<file path="src/rtl/fetch_credit_ctrl_pkg.sv">
// Shared types for the fetch credit controller and the fetch unit that tags requests.
// The DRAIN state is only reachable when FETCH_CTRL_DRAIN_EN is defined.
package fetch_credit_ctrl_pkg;

  typedef enum logic [1:0] {
    RUN   = 2'd0,
    FLUSH = 2'd1,
    DRAIN = 2'd2
  } state_t;

  typedef logic epoch_t;

endpackage

</file>
<file path="src/rtl/fetch_credit_ctrl.sv">
// Credit-based fetch request gating in front of the compress FIFO, with epoch-based
// filtering of responses that predate a redirect. Optional macro: FETCH_CTRL_DRAIN_EN.
module fetch_credit_ctrl
  import fetch_credit_ctrl_pkg::*;
#(
  parameter int DEPTH        = 8,
  parameter int FETCH_WIDTH  = 2,
  parameter int MAX_INFLIGHT = 4
) (
  input  logic                               clk,
  input  logic                               rst,
  input  logic                               redirect_i,
  output logic                               fetch_req_valid_o,
  input  logic                               fetch_req_ready_i,
  output logic                               fetch_req_epoch_o,
  input  logic                               fetch_resp_valid_i,
  input  logic [$clog2(FETCH_WIDTH+1)-1:0]   fetch_resp_num_i,
  input  logic                               fetch_resp_epoch_i,
  output logic                               fifo_write_valid_o,
  output logic [$clog2(FETCH_WIDTH+1)-1:0]   fifo_write_num_o,
  output logic                               fifo_flush_o,
  input  logic                               fifo_pop_i,
  input  logic [$clog2(FETCH_WIDTH+1)-1:0]   fifo_pop_num_i,
  output logic                               err_o
);

  localparam int NUM_W  = $clog2(FETCH_WIDTH + 1);
  localparam int OCC_W  = $clog2(DEPTH + 1);
  localparam int OCC_X  = OCC_W + 2;
  localparam int INF_W  = $clog2(MAX_INFLIGHT + 1);
  localparam int FREE_W = $clog2(DEPTH) + 2;

  state_t                    state, state_nxt;
  epoch_t                    epoch_q, epoch_nxt;
  logic [OCC_W-1:0]          occ, occ_nxt;
  logic [INF_W-1:0]          inflight, inflight_nxt;
  logic                      err_q, err_nxt;
  logic                      occ_uf;
  logic signed [FREE_W-1:0]  free;
  logic                      fire;
  logic                      current;
  logic [NUM_W-1:0]          wr_num;
  logic [NUM_W-1:0]          pop_num;

  // Occupancy update that clamps at zero; the MSB of the result flags an underflow.
  function automatic logic [OCC_W:0] occ_sat(input logic [OCC_W-1:0] cur,
                                             input logic [NUM_W-1:0] add,
                                             input logic [NUM_W-1:0] sub);
    logic [OCC_X-1:0] sum;
    sum = OCC_X'(cur) + OCC_X'(add);
    if (sum < OCC_X'(sub)) occ_sat = {1'b1, {OCC_W{1'b0}}};
    else                   occ_sat = {1'b0, OCC_W'(sum - OCC_X'(sub))};
  endfunction

  // Signed credit so that over-committed states read as negative instead of wrapping.
  assign free = FREE_W'(DEPTH) - FREE_W'(occ) - FREE_W'(32'(inflight) * FETCH_WIDTH);

  assign fetch_req_valid_o = (state == RUN) &&
                             (free >= $signed(FREE_W'(FETCH_WIDTH))) &&
                             (32'(inflight) < MAX_INFLIGHT);
  assign fetch_req_epoch_o = epoch_q;
  assign fire              = fetch_req_valid_o && fetch_req_ready_i;

  assign current = fetch_resp_valid_i && (fetch_resp_epoch_i == epoch_q) &&
                   !redirect_i && (state == RUN);
  assign wr_num  = current ? fetch_resp_num_i : '0;
  assign pop_num = fifo_pop_i ? fifo_pop_num_i : '0;

  assign fifo_write_valid_o = current;
  assign fifo_write_num_o   = wr_num;
  assign fifo_flush_o       = (state == FLUSH);
  assign err_o              = err_q;

  always_comb begin
    state_nxt    = state;
    epoch_nxt    = epoch_q;
    occ_nxt      = occ;
    inflight_nxt = inflight;
    err_nxt      = err_q;
    occ_uf       = 1'b0;

    // Every response retires one request, stale or not.
    if (fire && !fetch_resp_valid_i) begin
      inflight_nxt = inflight + INF_W'(1);
    end else if (!fire && fetch_resp_valid_i) begin
      if (inflight == '0) err_nxt = 1'b1;
      else                inflight_nxt = inflight - INF_W'(1);
    end

    if (state == RUN) begin
      if (redirect_i) begin
        occ_nxt = '0;
      end else begin
        {occ_uf, occ_nxt} = occ_sat(occ, wr_num, pop_num);
        if (occ_uf) err_nxt = 1'b1;
      end
    end else begin
      occ_nxt = '0;
    end

    if (redirect_i) begin
      state_nxt = FLUSH;
      epoch_nxt = ~epoch_q;
    end else begin
      case (state)
        RUN:   state_nxt = RUN;
`ifdef FETCH_CTRL_DRAIN_EN
        FLUSH: state_nxt = (inflight_nxt != '0) ? DRAIN : RUN;
        DRAIN: state_nxt = (inflight_nxt == '0) ? RUN : DRAIN;
`else
        FLUSH: state_nxt = RUN;
`endif
        default: state_nxt = RUN;
      endcase
    end
  end

  always_ff @(posedge clk or posedge rst) begin
    if (rst) begin
      state    <= RUN;
      epoch_q  <= 1'b0;
      occ      <= '0;
      inflight <= '0;
      err_q    <= 1'b0;
    end else begin
      state    <= state_nxt;
      epoch_q  <= epoch_nxt;
      occ      <= occ_nxt;
      inflight <= inflight_nxt;
      err_q    <= err_nxt;
    end
  end

endmodule
</file>
<file path="config.mk">
export PLATFORM = sky130hd
export DESIGN_NAME = fetch_credit_ctrl
export DESIGN_NICKNAME = d
export VERILOG_FILES = /design/src/rtl/fetch_credit_ctrl_pkg.sv /design/src/rtl/fetch_credit_ctrl.sv
export SDC_FILE = /design/constraint.sdc
export NUM_CORES = 1
export LEC_CHECK = 0
export ABC_AREA = 1
export CAP_MARGIN = 15
export CORE_UTILIZATION = 61
export CTS_CLUSTER_SIZE = 16
export DETAILED_ROUTE_END_ITERATION = 12
export DONT_BUFFER_PORTS = 1
export PLACE_DENSITY = 0.88
export SYNTH_ARGS = -nofsm -noshare
export SYNTH_HDL_FRONTEND = slang
export SYNTH_SLANG_ARGS = --single-unit
</file>
<file path="constraint.sdc">
create_clock -name clk -period 3.8 [get_ports clk]
set_input_delay 0.76 -clock clk [delete_from_list [all_inputs] [get_ports clk]]
set_output_delay 0.76 -clock clk [all_outputs]
set_load 0.01 [all_outputs]
</file>
==> run_1/placement_by_type.png <==
The bar under the picture is 10 um long.
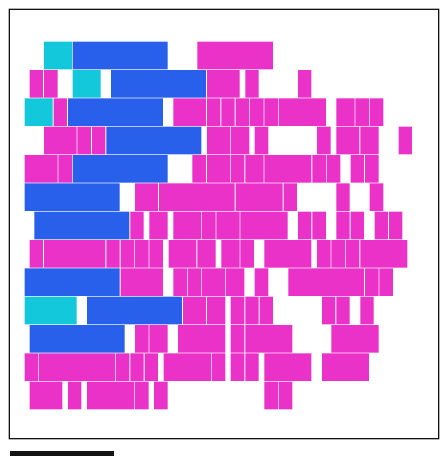
combinational and other logic -> magenta  # cells 112, share of their area 70%
flops -> blue  # cells 10, share of their area 26%
clock drivers and dummy loads -> cyan  # cells 4, share of their area 3.7%

==> run_1/wires.png <==
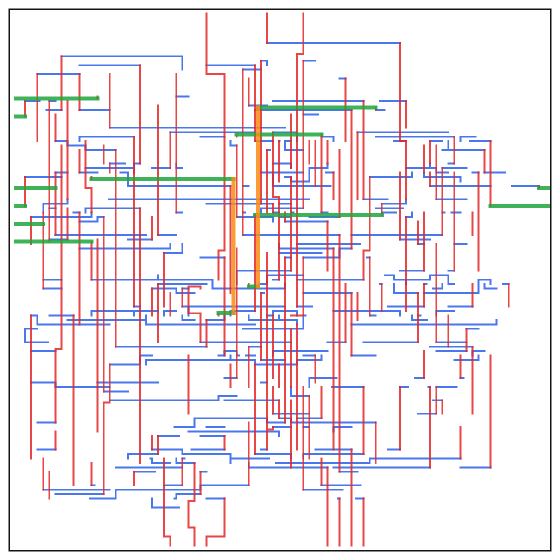
metal 2 -> red  # wire length 830 um
metal 1 -> blue  # wire length 712 um
metal 4 -> orange  # wire length 23.8 um
metal 3 -> green  # wire length 61.2 um

==> run_1/congestion.png <==
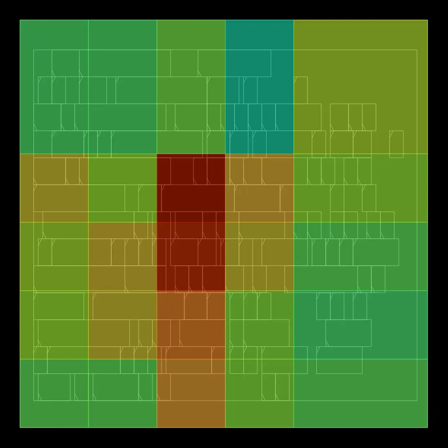
met3 global-route usage: 3.80%
GR met2 Demand/Resource: 44.9%
met1 global-route usage: 28.9%

-- run 1: power breakdown --
part / switching, mW / total [mW] / internal [mW]
logic: 0.182 / 0.302 / 0.120
clock network: 0.0320 / 0.0900 / 0.0580
registers: 0.0323 / 0.165 / 0.133
-- run 1: synth_stat cells, drive strengths merged --
cell / instances
or2: 1
dfrtp: 10
fa: 4
inv: 33
a21oi: 2
o21bai: 1
nand3: 8
nand4: 3
nand2: 26
xnor2: 1
nor2: 14
o21ai: 1
xor2: 4
nand3b: 1
ha: 13
-- run 1: cells by family (layout without fill, tap and decap cells) --
group,count (synthesis),count (layout),share of synthesized area (%)
xor+xnor,5,5,4.70
flops,10,10,26.8
compound gates,4,4,3.62
simple gates,53,53,25.5
buf+inv,33,37,13.3
fa+ha+maj,17,17,26.0
-- run 1: worst register-to-register path, delay by kind of cell (launching register included) --
| family | cells | cell delay, ns |
|---|---|---|
| buffers and inverters | 2 | 0.12 |
| adder cells (fa/ha/maj) | 5 | 1.58 |
| XOR/XNOR | 1 | 0.19 |
| flip-flops | 1 | 0.43 |
| AND/OR/NAND/NOR | 9 | 0.69 |
-- run 1: layer usage --
metal,global-route usage (%),up-vias,share of wire [%]
li1,-,373,-
met3,3.80,4,3.7
met4,3.23,0,1.4
met1,28.9,339,44
met2,44.9,17,51
met5,0,-,0
-- run 1: path summary, 6_finish.rpt --
check	endpoint	cells after the start
min reg2reg	inflight[2]	2
max in group asynchronous	fetch_req_epoch_o	1
max reg2reg	inflight[2]	17
max	inflight[2]	17
min	occ[1]	1
min in group clk	state[0]	0
-- run 1: flip-flops by register name (all words and copies together) (netlist names) --
register	flops
inflight	3
fetch_req_epoch_o	1
occ	4
err_o	1
state	1
==> run notes, run 1 <==
run metrics: result of the run=complete, no violations, launch point of the worst reg-to-reg path=inflight[0], ratio of cells with drive above 1 in the final layout=8.73%, Well Taps=15, delay contributed by the slowest stage of the critical path=0.48 ns, path type of the worst min-delay path=input pin to asynchronous set/reset pin, unrepaired setup endpoints after global routing=false, number of instances in the placed design=137, post-CTS sizing=0, post-synthesis area per instance=7.64 um2, OpenROAD warning count=28, cell family with most CP delay=adder cells, Mapped Cells=122, R2R Setup Slk=approximately 0.67 ns, detailed-routing iteration count for the pre-antenna-repair pass=4, Final Skew=0.00188 ns, final std cells w/o fill=approximately 140, maximum resistive drop on vdd=between 0.3 and 0.4 mV, Congestion Overflow GR=0, CTS Root Cell=sky130_fd_sc_hd__clkbuf_4, initial cell density of the core=68.2%, cell type taking the most area=logic gates, worst setup slack before clock tree synthesis=approximately 0.55 ns, final layout net count=155, Hold Fails Final Rpt=0, number of inverters outside the clock class in the layout=33, cell repeated most along the worst path=sky130_fd_sc_hd__nor2_1, number of buffers and inverters on the critical path=2, Chip Width=41.1 um, number of primary I/O pins=18, number of flip-flops and latches in the synthesized netlist=10, H-tree depth=1, post-layout period usage=82.3%, sequential cell area fraction in the yosys report=26.8%, total clock buffers created by CTS=3, post-detailed-placement half-perimeter wirelength=~1.5 mm, overall routing resource usage=23.9%, violation tally from detailed-route iteration zero=10, start-to-end type of the worst setup path=flop to flop, maximum fanout along the worst path=3
==> run_1/clk_routes.png <==
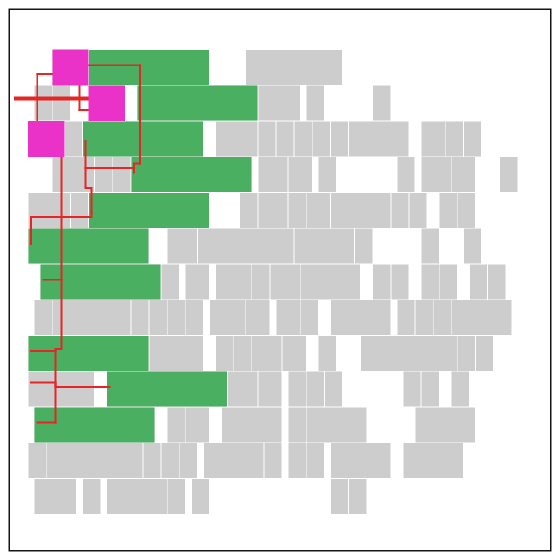

==> inputs of run 2 (changes only) <==
- clock period: 3.8 -> 3.1 ns (I/O delays scaled with it)
==> run_2/clk_routes.png <==
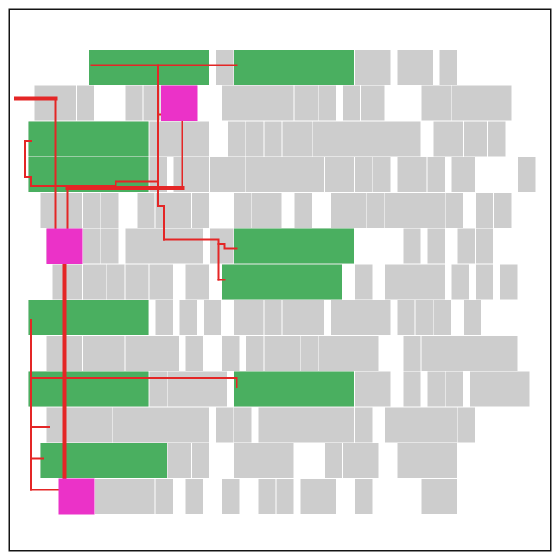
flip-flops -> green  # count 10
clock drivers -> magenta  # count 3
clock wires -> red  # length 141 um
routed clock nets = 4
clock distribution power: 0.120 mW
clock latency at the later pin of the worst-skew pair: 0.27 ns

==> run 2 against run 1 <==
  * Die area unchanged
  * Global-route usage is 0.82 points lower
  * First-iteration DRC count rose by 50%
  * Clock power rose by 33%
  * Combinational power is 48% higher
  * Sequential power up 19%
  * Hold slack got worse by 0.16 ns
  * Cell area grew 8.7%
  * Critical endpoint unchanged
  * Largest power group unchanged
  * Highest routed layer unchanged
==> run notes, run 2 <==
run metrics: result of the run=complete, no violations (unchanged), footprint of the multi-input gates=576 um2 (was 558 um2), Final Skew=0.00323 ns (was 0.00188 ns), library cell contributing the largest single delay on the critical path=sky130_fd_sc_hd__fa_1 (unchanged), Hold Fails Final Rpt=0 (unchanged), final layout net count=164 (was 155), clock-pin slew reported for the worst setup and hold paths after clock tree synthesis=0.07 ns (was 0.06 ns), final std cells w/o fill=150 (was 141), CTS tree=done (unchanged), post-detailed-routing wire length=1.88 mm (was 1.63 mm), sequential cell area fraction in the yosys report=26.8% (unchanged), delay contributed by the slowest stage of the critical path=0.48 ns (about the same), routed length per instance=12.5 um (was 11.5 um), first-pass GRT wire length=2.46 mm (was 2.64 mm), met1 global-route usage=25.3% (was 28.9%), post-detailed-placement half-perimeter wirelength=1.38 mm (was 1.46 mm), post-placement cell area=981 um2 (was 951 um2), number of instances in the placed design=141 (was 137), path type of the worst min-delay path=input pin to asynchronous set/reset pin (unchanged), growth of design area from synthesis to finish=15.2% (was 5.91%), largest registers ranked by flip-flop count=occ: 4 flops, inflight: 3 flops (unchanged), worst setup slack before clock tree synthesis=-0.00106 ns (was 0.555 ns), number of buffers added on ports=0 (unchanged), post-synthesis area per instance=7.64 um2 (unchanged), Mapped Cells=122 (unchanged), floorplan die height=41.1 um (unchanged), CTS Root Cell=sky130_fd_sc_hd__clkbuf_4 (unchanged), Least-Margin Pin Slew=0.377 ns (was 0.452 ns), routability cong.=0.795 (was 0.847), OpenROAD warning count=29 (was 28), Congestion Overflow GR=0 (unchanged), violation tally from detailed-route iteration zero=15 (was 10), total clock buffers created by CTS=3 (unchanged), yosys cell count=122 (unchanged), Via Count=789 (was 733), GR met2 Demand/Resource=43.0% (was 44.9%), number of flip-flops and latches in the synthesized netlist=10 (unchanged), most frequently used cell type in the post-synthesis netlist=sky130_fd_sc_hd__inv_1 (unchanged), H-tree depth=1 (unchanged), post-layout period usage=96.3% (was 82.3%), final hold slack=0.203 ns (was 0.361 ns), overall routing resource usage=23.1% (was 23.9%), initial cell density of the core=68.2% (unchanged), maximum resistive drop on vdd=0.445 mV (was 0.396 mV), Seq. cell area=251 um2 (was 250 um2), max reg flops=4 (unchanged), top post-synthesis cells by count=31 x sky130_fd_sc_hd__inv_1, 23 x sky130_fd_sc_hd__nand2_1, 13 x sky130_fd_sc_hd__ha_1, 13 x sky130_fd_sc_hd__nor2_1, 10 x sky130_fd_sc_hd__dfrtp_1 (unchanged), ratio of cells with drive above 1 in the final layout=20.0% (was 8.73%), unrepaired setup endpoints after global routing=true (was false), detailed-routing iteration count for the pre-antenna-repair pass=5 (was 4), synthesis area per yosys=932 um2 (unchanged), met3 global-route usage=2.17% (was 3.80%), Reg with most FFs=occ (unchanged), number of antenna violations at the first check in global routing=0 (unchanged), Chip Width=41.1 um (unchanged), grt peak-use layer=met2 (unchanged), CP Data Required Time=3.27 ns (was 3.94 ns), async set-reset flop share out of synthesis=100% (unchanged), Max-Cap Viols=0 (unchanged), start-to-end type of the worst setup path=flop to flop (unchanged), number of synthesized flops with an enable pin=0 (unchanged), maximum fanout along the worst path=2 (was 3), commonest register cell after synthesis=sky130_fd_sc_hd__dfrtp_1 (unchanged), number of primary I/O pins=18 (unchanged)
[run 2: area by class of cell]
cell class / instances / area share [%]
Clock buffer: 4 / 3.38
Multi-Input combinational cell: 79 / 53.6
Tap cell: 15 / 1.75
Sequential cell: 10 / 23.4
Inverter: 33 / 11.5
Timing Repair Buffer: 9 / 6.29
[run 2: repair_timing]
item,CTS,global route
setup buffers,2,3
hold buffers,0,0
pin swaps,1,6
gates resized,1,6
endpoints found under the setup margin,1,1
[run 2: layer usage]
layer  wire, um  share of wire [%]
met5          0                  0
met4         19                1.0
met3         79                4.2
met1        754                 40
met2       1030                 55
[run 2: path summary, 6_finish.rpt]
check | startpoint | endpoint | slack [ns] | cells past startpoint
setup / recovery | inflight[0] | inflight[2] | 0.11 | 17
max in group asynchronous | rst | occ[2] | 2.60 | 1
setup reg to reg | inflight[0] | inflight[2] | 0.11 | 17
min in group clk | redirect_i | state[0] | 0.37 | 0
hold / removal | rst | fetch_req_epoch_o | 0.20 | 1
hold reg to reg | inflight[2] | inflight[2] | 0.54 | 2
[run 2: critical path, delay by kind of cell, from the launching register on]
| kind | cells | cell delay, ns |
|---|---|---|
| flip-flops | 1 | 0.39 |
| adder cells (fa/ha/maj) | 5 | 1.51 |
| XOR/XNOR | 1 | 0.15 |
| AND/OR/NAND/NOR | 9 | 0.75 |
| buffers and inverters | 2 | 0.10 |
[run 2: cell families (layout without fill, tap and decap cells)]
family                     Yosys count  in the layout  synth area share (%)
buffers and inverters               33             46                  13.3
and+or+nand+nor                     53             53                  25.5
xor gates and xnor gates             5              5                  4.70
adders and majority gates           17             17                  26.0
AOI/OAI and AO/OA                    4              4                  3.62
DFF                                 10             10                  26.8
[run 2: report_power, final]
part / switching, mW / internal [mW]
logic: 0.254 / 0.194
clock network: 0.0487 / 0.0715
registers: 0.0331 / 0.163
Power and IR drop assume default switching activity.
